[src/rtl/fpga_input_console.sv]
// Board input front end: debounced keys drive the CPU step enable (single step or free run) and latch the switch word.
// Key press to step_en/data_valid is DEBOUNCE_CYCLES+3 edges from first sample; data_valid holds until data_ack, and a new load overwrites.
module fpga_input_console #(
    parameter int DEBOUNCE_CYCLES = 1000000,
    parameter int CNT_W           = 20,
    parameter int RUN_DIV         = 25000000,
    parameter int DIV_W           = 25
) (
    input  logic        clk,
    input  logic        rst,
    input  logic        key_step_n,
    input  logic        key_mode_n,
    input  logic        key_load_n,
    input  logic [15:0] sw,
    input  logic        data_ack,
    output logic        step_en,
    output logic        run_mode,
    output logic [15:0] data_out,
    output logic        data_valid,
    output logic [2:0]  key_state
);

    typedef enum logic {
        MODE_STEP = 1'b0,
        MODE_RUN  = 1'b1
    } mode_t;

    logic [2:0]            key_raw;
    logic [2:0]            sync1_q, sync2_q;
    logic [2:0]            deb_q, deb_d;
    logic [2:0]            deb_prev_q;
    logic [2:0]            press_q, press_d;
    logic [2:0][CNT_W-1:0] cnt_q, cnt_d;

    mode_t                 mode_q, mode_d;
    logic [DIV_W-1:0]      div_q, div_d;
    logic                  step_en_q, step_en_d;
    logic [15:0]           data_out_q, data_out_d;
    logic                  data_valid_q, data_valid_d;

    logic                  step_press, mode_press, load_press;

    // Bit order {load, mode, step} matches key_state.
    assign key_raw = {key_load_n, key_mode_n, key_step_n};

    always_comb begin
        deb_d = deb_q;
        cnt_d = cnt_q;
        for (int i = 0; i < 3; i++) begin
            if (sync2_q[i] == deb_q[i]) begin
                cnt_d[i] = '0;
            end else if (cnt_q[i] == CNT_W'(DEBOUNCE_CYCLES - 1)) begin
                deb_d[i] = sync2_q[i];
                cnt_d[i] = '0;
            end else begin
                cnt_d[i] = cnt_q[i] + CNT_W'(1);
            end
        end
        // Pulse one cycle after deb falls; release produces nothing.
        press_d = deb_prev_q & ~deb_q;
    end

    assign step_press = press_q[0];
    assign mode_press = press_q[1];
    assign load_press = press_q[2];

    always_comb begin
        mode_d    = mode_q;
        div_d     = div_q;
        step_en_d = 1'b0;
        case (mode_q)
            MODE_STEP: begin
                step_en_d = step_press;
                if (mode_press) begin
                    mode_d = MODE_RUN;
                    div_d  = '0;
                end
            end
            MODE_RUN: begin
                if (div_q == DIV_W'(RUN_DIV - 1)) begin
                    div_d     = '0;
                    step_en_d = 1'b1;
                end else begin
                    div_d = div_q + DIV_W'(1);
                end
                if (mode_press) begin
                    mode_d    = MODE_STEP;
                    step_en_d = 1'b0;
                end
            end
        endcase
    end

    // A load in the same cycle as an ack wins: the new word is still unconsumed.
    always_comb begin
        data_out_d   = data_out_q;
        data_valid_d = data_valid_q;
        if (load_press) begin
            data_out_d   = sw;
            data_valid_d = 1'b1;
        end else if (data_ack) begin
            data_valid_d = 1'b0;
        end
    end

    always_ff @(posedge clk or posedge rst) begin
        if (rst) begin
            sync1_q      <= '1;
            sync2_q      <= '1;
            deb_q        <= '1;
            deb_prev_q   <= '1;
            press_q      <= '0;
            cnt_q        <= '0;
            mode_q       <= MODE_STEP;
            div_q        <= '0;
            step_en_q    <= 1'b0;
            data_out_q   <= '0;
            data_valid_q <= 1'b0;
        end else begin
            sync1_q      <= key_raw;
            sync2_q      <= sync1_q;
            deb_q        <= deb_d;
            deb_prev_q   <= deb_q;
            press_q      <= press_d;
            cnt_q        <= cnt_d;
            mode_q       <= mode_d;
            div_q        <= div_d;
            step_en_q    <= step_en_d;
            data_out_q   <= data_out_d;
            data_valid_q <= data_valid_d;
        end
    end

    assign step_en    = step_en_q;
    assign run_mode   = (mode_q == MODE_RUN);
    assign data_out   = data_out_q;
    assign data_valid = data_valid_q;
    assign key_state  = ~deb_q;

endmodule

[config.mk]
export PLATFORM = sky130hd
export DESIGN_NAME = fpga_input_console
export DESIGN_NICKNAME = d
export VERILOG_FILES = /design/src/rtl/fpga_input_console.sv
export SDC_FILE = /design/constraint.sdc
export NUM_CORES = 1
export LEC_CHECK = 0
export CAP_MARGIN = 20
export CORE_ASPECT_RATIO = 0.9
export CORE_MARGIN = 5
export CORE_UTILIZATION = 45
export DETAILED_ROUTE_END_ITERATION = 8
export GPL_ROUTABILITY_DRIVEN = 0
export MAX_ROUTING_LAYER = met4
export PLACE_DENSITY_LB_ADDON = 0.08
export SLEW_MARGIN = 20
export SYNTH_ARGS = -nofsm -noshare
export SYNTH_HDL_FRONTEND = slang
export SYNTH_SLANG_ARGS = --single-unit
[constraint.sdc]
create_clock -name clk -period 7.75 [get_ports clk]
set_input_delay 1.1625 -clock clk [delete_from_list [all_inputs] [get_ports clk]]
set_output_delay 1.1625 -clock clk [all_outputs]
set_load 0.05 [all_outputs]
==> metrics.cfg, run 1 <==
[outcome]
outcome = completed

[min_path]
hold_depth = 0
min_from = sync1_q[2]
hp-class = register to register

[finish]
comb_share_pct = 35.7
comb_cells = 381
clkCellAreaFrac_pct = 9.44
mostFrequentLayoutCell = dfrtp_1
postLayoutCellArea_um2 = 6790
diodes = 0
fillers = 1076
sh_seq_area_pct = 44.1
buffer_area_share_pct = 6.73
largest_cell_class = registers
flop-count = 119
final_cell_mix = dfrtp_1 (107), nor2_1 (83), clkdlybuf4s50_1 (43)
combGateArea_um2 = 2420
inverters = 19
fin_cells = 757

[placed_design]
io_buffers = 43
dp_worst_setup_slack_ps = 4680

[global_routing]
gr-usage-met2_pct = 25.9
grt_use_total_pct = 17.2
grt_max_degree = 85
globalRoute.busiestLayer = met2
gr-usage-met3_pct = 5.07
grt_pass1_wl_um = 19800

[clocking]
cts_buffer_depth = 2
path_clk_slew_ps = 50
cts_tree = done
htreeDepth = 4

[final_timing]
tns_ps = 0
finalCriticalPeriod_ps = 2880
final-setup-viol-count = 0
rsz0062_at_grt = no
fmax_ghz = 0.347
slew_headroom_pct = 40.9

[routing]
met3_length_um = 273
route.met2.wl_um = 5150
drtPass1Iterations = 4
wl_per_cell_um = 14.6
vias = 3997
drc_errors = 0
highest_layer = met4

[synthesis]
syn_avg_cell_area_um2 = 10.4
simple_gate_area_share_pct = 22.9
top_cell = dfrtp_1
postSynthSeqShare_pct = 53.5
synthesis.nets = 566
synth_top_cell_by_area = dfrtp_1
netlist_area_um2 = 5600
adder_share_pct = 1.12
yosysChipArea_um2 = 5600
yosys_cells = 539
common_cells = dfrtp_1 (107), nor2_1 (83), nand2_1 (42)

[critical_path]
regToRegSetupSlack_ps = 5300
worst-endpoint-arrival_ps = 1720
timing.rr.end = div_q[15]
path_cells = inv_1, clkdlybuf4s50_1
crit_end = key_state[1]
cp_top_family = buffers and inverters
worstRegToRegCells = 5
critPathKind = register to primary output
slowest_stage = clkdlybuf4s50_1
endpoint_kind = primary output

[power_and_ir_drop]
total_power_mw = 1.51
p_leak_nw = 2.92
seq-power_mw = 0.634
powerComb_mw = 0.0370
power.switching_mw = 0.306

[die]
nWellTaps = 160

[run]
warnings = 26

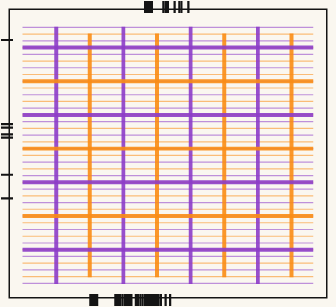
Figure 1: run 1, supply network.
Pins as bars on the die edge.
- VSS: purple
- VDD: orange
- met5 straps: 7
- rows: 38
- signal pins: 44
Core Region: 12,100 um2
Die H: 116 um
Worst VDD drop: 0.000155 V
die x size: 128 um

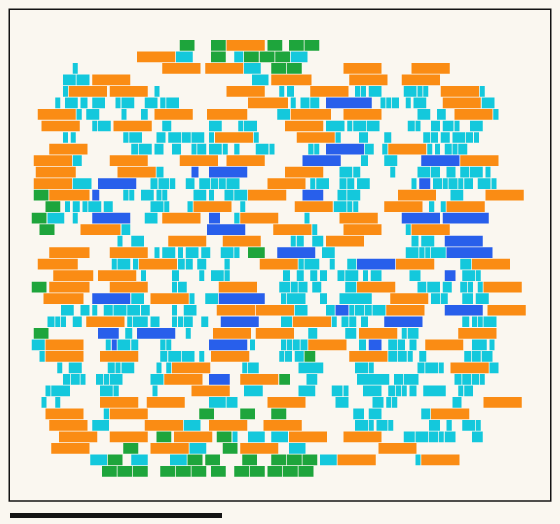
Figure 2: run 1, cell classes on the final placement.
The bar under the picture is 50 um long.
- remaining logic cells: cyan (cells 400)
- clock drivers and dummy loads: blue (cells 32)
- registers: orange (cells 119)
- remaining buffers and delay cells: green (cells 46)
fin util: 56.0%
row cnt: 38

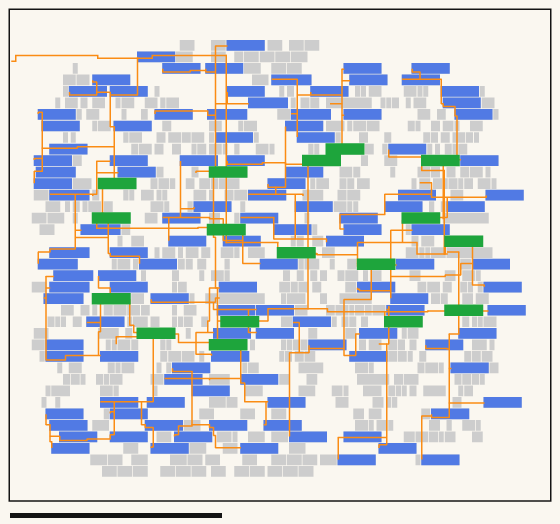
Figure 3: run 1, routed clock nets over the placement.
The bar under the picture is 50 um long.
- clock-net drivers: green (count 17)
- flip-flops: blue (count 119)
- clock wires: orange (length 1,610 um)
- flops lie: spread over the die
post-route clock skew: 7.71 ps
Late-Pin Clk Latency: 410 ps
clock share of power: 55.7%
clk pwr: 0.842 mW

Figure 4. Clock routing (run 1).
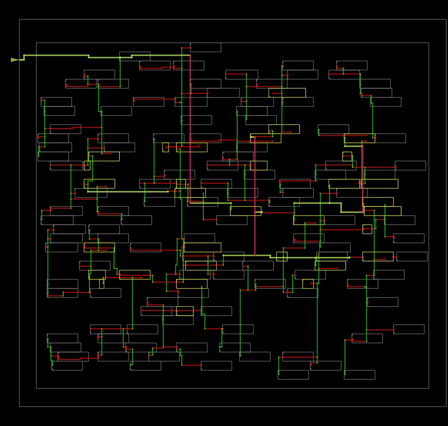

==> run 2: changes to the inputs <==
==> constraint.sdc (replaced) <==
create_clock -name clk -period 2.46 [get_ports clk]
set_input_delay 0.369 -clock clk [delete_from_list [all_inputs] [get_ports clk]]
set_output_delay 0.369 -clock clk [all_outputs]
set_load 0.05 [all_outputs]
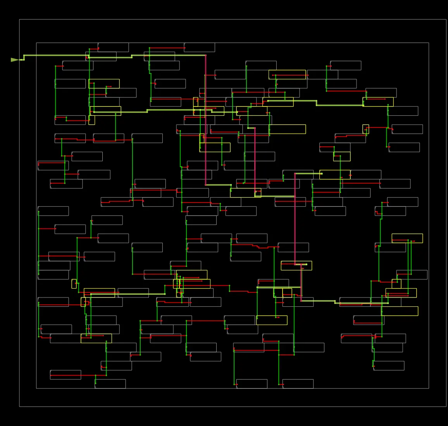
Figure 5: run 2, clock routing.
post-route clock skew: 9.53 ps
clk pwr: 2.46 mW

==> run 2 against run 1 <==
  * Global-route usage decreased by 0.91 points
  * Critical endpoint is now div_q[12]
  * First-iteration DRC count shrank 23%
  * Cell area about the same
  * Clock power rose to 2.9 times the previous value
  * Combinational power grew to 3.3 times the previous value
  * Core utilization about the same
  * Clock-buffer cell count up 2
  * Routed wire length is 1.6% lower
  * Clock skew increased by 1.8 ps
  * Non-clock buffer count rose by 5
  * Synthesized area stayed put
  * Sequential power rose to 3.2 times the previous value
==> metrics.cfg, run 2 <==
[finish]
fillers = 1076
inverters = 19
diodes = 0
final_util_pct = 56.0
largest_cell_class = registers
buffer_area_share_pct = 7.59
clkCellAreaFrac_pct = 8.62
sh_seq_area_pct = 44.1
combGateArea_um2 = 2420
comb_cells = 381
flop-count = 119
final_cell_mix = dfrtp_1 (107), nor2_1 (83), clkdlybuf4s50_1 (43)
comb_share_pct = 35.7
fin_cells = 762

[final_timing]
rsz0062_at_grt = no
fmax_ghz = 0.472
slew_headroom_pct = 46.6
tns_ps = 0
drv_slew = 0
final-setup-viol-count = 0
finalCriticalPeriod_ps = 2120

[synthesis]
syn_avg_cell_area_um2 = 10.4
netlist_area_um2 = 5600
simple_gate_area_share_pct = 22.9
synthesis.nets = 566
synth_top_cell_by_area = dfrtp_1
yosys_cells = 539
adder_share_pct = 1.12
common_cells = dfrtp_1 (107), nor2_1 (83), nand2_1 (42)
postSynthSeqShare_pct = 53.5
yosysChipArea_um2 = 5600
async_reset_ff_share_pct = 100
top_cell = dfrtp_1

[critical_path]
cp_num_buf_inv = 1
critPathKind = register to register
cp_top_family = AND-OR/OR-AND gates
worst-endpoint-arrival_ps = 2420
regToRegSetupSlack_ps = 340
timing.rr.end = div_q[12]
crit_end = div_q[12]
endpoint_kind = register
path_cells = ha_1, nand4_1, o41a_1, buf_4, a21o_1, a22o_1
cp_max_fo = 8
slowest_stage = o41a_1
worstRegToRegCells = 6

[routing]
vias = 4014
drc_errors = 0
wl_per_cell_um = 14.3
drtPass1Iterations = 4
highest_layer = met4
route.met2.wl_um = 5090
met3_length_um = 341

[power_and_ir_drop]
power.switching_mw = 0.932
clkPwrFrac_pct = 53.7
vdd_drop_max_v = 0.000472
pwr-share-comb_pct = 2.6
powerComb_mw = 0.121

[global_routing]
globalRoute.busiestLayer = met2
grt_use_total_pct = 16.2
grt_pass1_wl_um = 18300
gr-usage-met2_pct = 23.5
gr-usage-met3_pct = 5.62

[min_path]
hp-class = input pin to asynchronous set/reset pin

[die]
die.size.y_um = 116
core-area_um2 = 12100
nWellTaps = 160
num_rows = 38
die_w_um = 128

[clocking]
htreeDepth = 4
insertion_delay_ps = 410
cts_buffer_depth = 2
path_clk_slew_ps = 50
cts_tree = done

[run]
warnings = 26
cap_violations = 0

[placed_design]
io_buffers = 43
dpl.hpwl_um = 7320

[outcome]
outcome = completed

==> run 3: changes to the inputs <==
--- a/config.mk
+++ b/config.mk
@@ -11,9 +11,11 @@
 export CORE_UTILIZATION = 45
 export DETAILED_ROUTE_END_ITERATION = 8
 export GPL_ROUTABILITY_DRIVEN = 0
+export HOLD_SLACK_MARGIN = 0.03
 export MAX_ROUTING_LAYER = met4
 export PLACE_DENSITY_LB_ADDON = 0.08
 export SLEW_MARGIN = 20
 export SYNTH_ARGS = -nofsm -noshare
 export SYNTH_HDL_FRONTEND = slang
 export SYNTH_SLANG_ARGS = --single-unit
+export TNS_END_PERCENT = 10
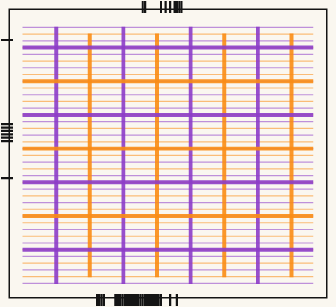
Figure 6: run 3, supply network.
Pins as bars on the die edge.
- VDD: orange
- VSS: purple
- signal pins: 44
- met1 rails: 39
- rows: 38
Worst VDD drop: 0.000472 V

==> run 3 against run 2 <==
  * Critical path depth stayed put
  * Clock-buffer cell count stayed put
  * Critical path type unchanged
  * First-iteration DRC count stayed put
  * Sequential share of layout area stayed put
==> metrics.cfg, run 3 <==
[die]
core-area_um2 = 12100
nWellTaps = 160
die.size.y_um = 116
die_w_um = 128
num_rows = 38
ioPinCount = 44

[critical_path]
cp_top_family = AND-OR/OR-AND gates
worstRegToRegCells = 6
endpoint_kind = register
regToRegSetupSlack_ps = 340
critPathKind = register to register
cp_max_fo = 8
path_cells = ha_1, nand4_1, o41a_1, buf_4, a21o_1, a22o_1
slowest_stage = o41a_1
cp_num_buf_inv = 1
worst-endpoint-arrival_ps = 2420
timing.rr.end = div_q[12]
cp_data_required_time_ps = 2760
r2r-start = div_q[0]
crit_end = div_q[12]

[finish]
comb_share_pct = 35.7
sh_seq_area_pct = 44.1
fin_cells = 762
combGateArea_um2 = 2420
postLayoutCellArea_um2 = 6790
flop-count = 119
largest_cell_class = registers
nets = 616
inverters = 19
comb_cells = 381
diodes = 0
clkCellAreaFrac_pct = 8.62
buffer_area_share_pct = 7.59
final_cell_mix = dfrtp_1 (107), nor2_1 (83), clkdlybuf4s50_1 (43)
fillers = 1076
mostFrequentLayoutCell = dfrtp_1
final_util_pct = 56.0

[routing]
wl_met1_um = 5340
vias = 4014
met3_length_um = 341
wl_per_cell_um = 14.3
highest_layer = met4
drc_errors = 0
drtPass1Iterations = 4
route.met2.wl_um = 5090

[final_timing]
slew_headroom_pct = 46.6
fmax_ghz = 0.472
final-setup-viol-count = 0
finalCriticalPeriod_ps = 2120
tns_ps = 0
fin_skew_ps = 9.53
drv_slew = 0
rsz0062_at_grt = no

[power_and_ir_drop]
seq-power_mw = 2.00
total_power_mw = 4.58
power.switching_mw = 0.932
clkPwrFrac_pct = 53.7
pwr-share-comb_pct = 2.6
p_leak_nw = 2.92
powerClk_mw = 2.46
p_sw_share_pct = 20.4
powerComb_mw = 0.121

[run]
warnings = 26
cap_violations = 0

[global_routing]
gr-usage-met3_pct = 5.62
gr-usage-met2_pct = 23.5
grt_max_degree = 64
grt_use_total_pct = 16.2
use_met1_pct = 21.4
globalRoute.busiestLayer = met2
grt_pass1_wl_um = 18300

[synthesis]
synth_top_area_share_pct = 47.8
common_cells = dfrtp_1 (107), nor2_1 (83), nand2_1 (42)
simple_gate_area_share_pct = 22.9
synth_flops = 119
yosysChipArea_um2 = 5600
async_reset_ff_share_pct = 100
postSynthSeqShare_pct = 53.5
netlist_area_um2 = 5600
top_cell = dfrtp_1
synthTopCellsByArea = dfrtp_1 (48%), dfstp_2 (5.6%), nor2_1 (5.6%), xnor2_1 (4.7%), xor2_1 (4.2%)
yosys_cells = 539
syn_inst = 539
synthesis.nets = 566
adder_share_pct = 1.12
syn_avg_cell_area_um2 = 10.4
synth_top_cell_by_area = dfrtp_1

[clocking]
cts_tree = done
cts_hold_buf = 0
cts_buffer_depth = 2
htreeDepth = 4
insertion_delay_ps = 410
path_clk_slew_ps = 50

[min_path]
hp-class = input pin to asynchronous set/reset pin

[placed_design]
dp_worst_setup_slack_ps = 362
dpl.hpwl_um = 7320
post_dp_cell_area_um2 = 6210
io_buffers = 43

[outcome]
outcome = completed

Power figures rest on the tool's default switching activity, not on a simulated workload.
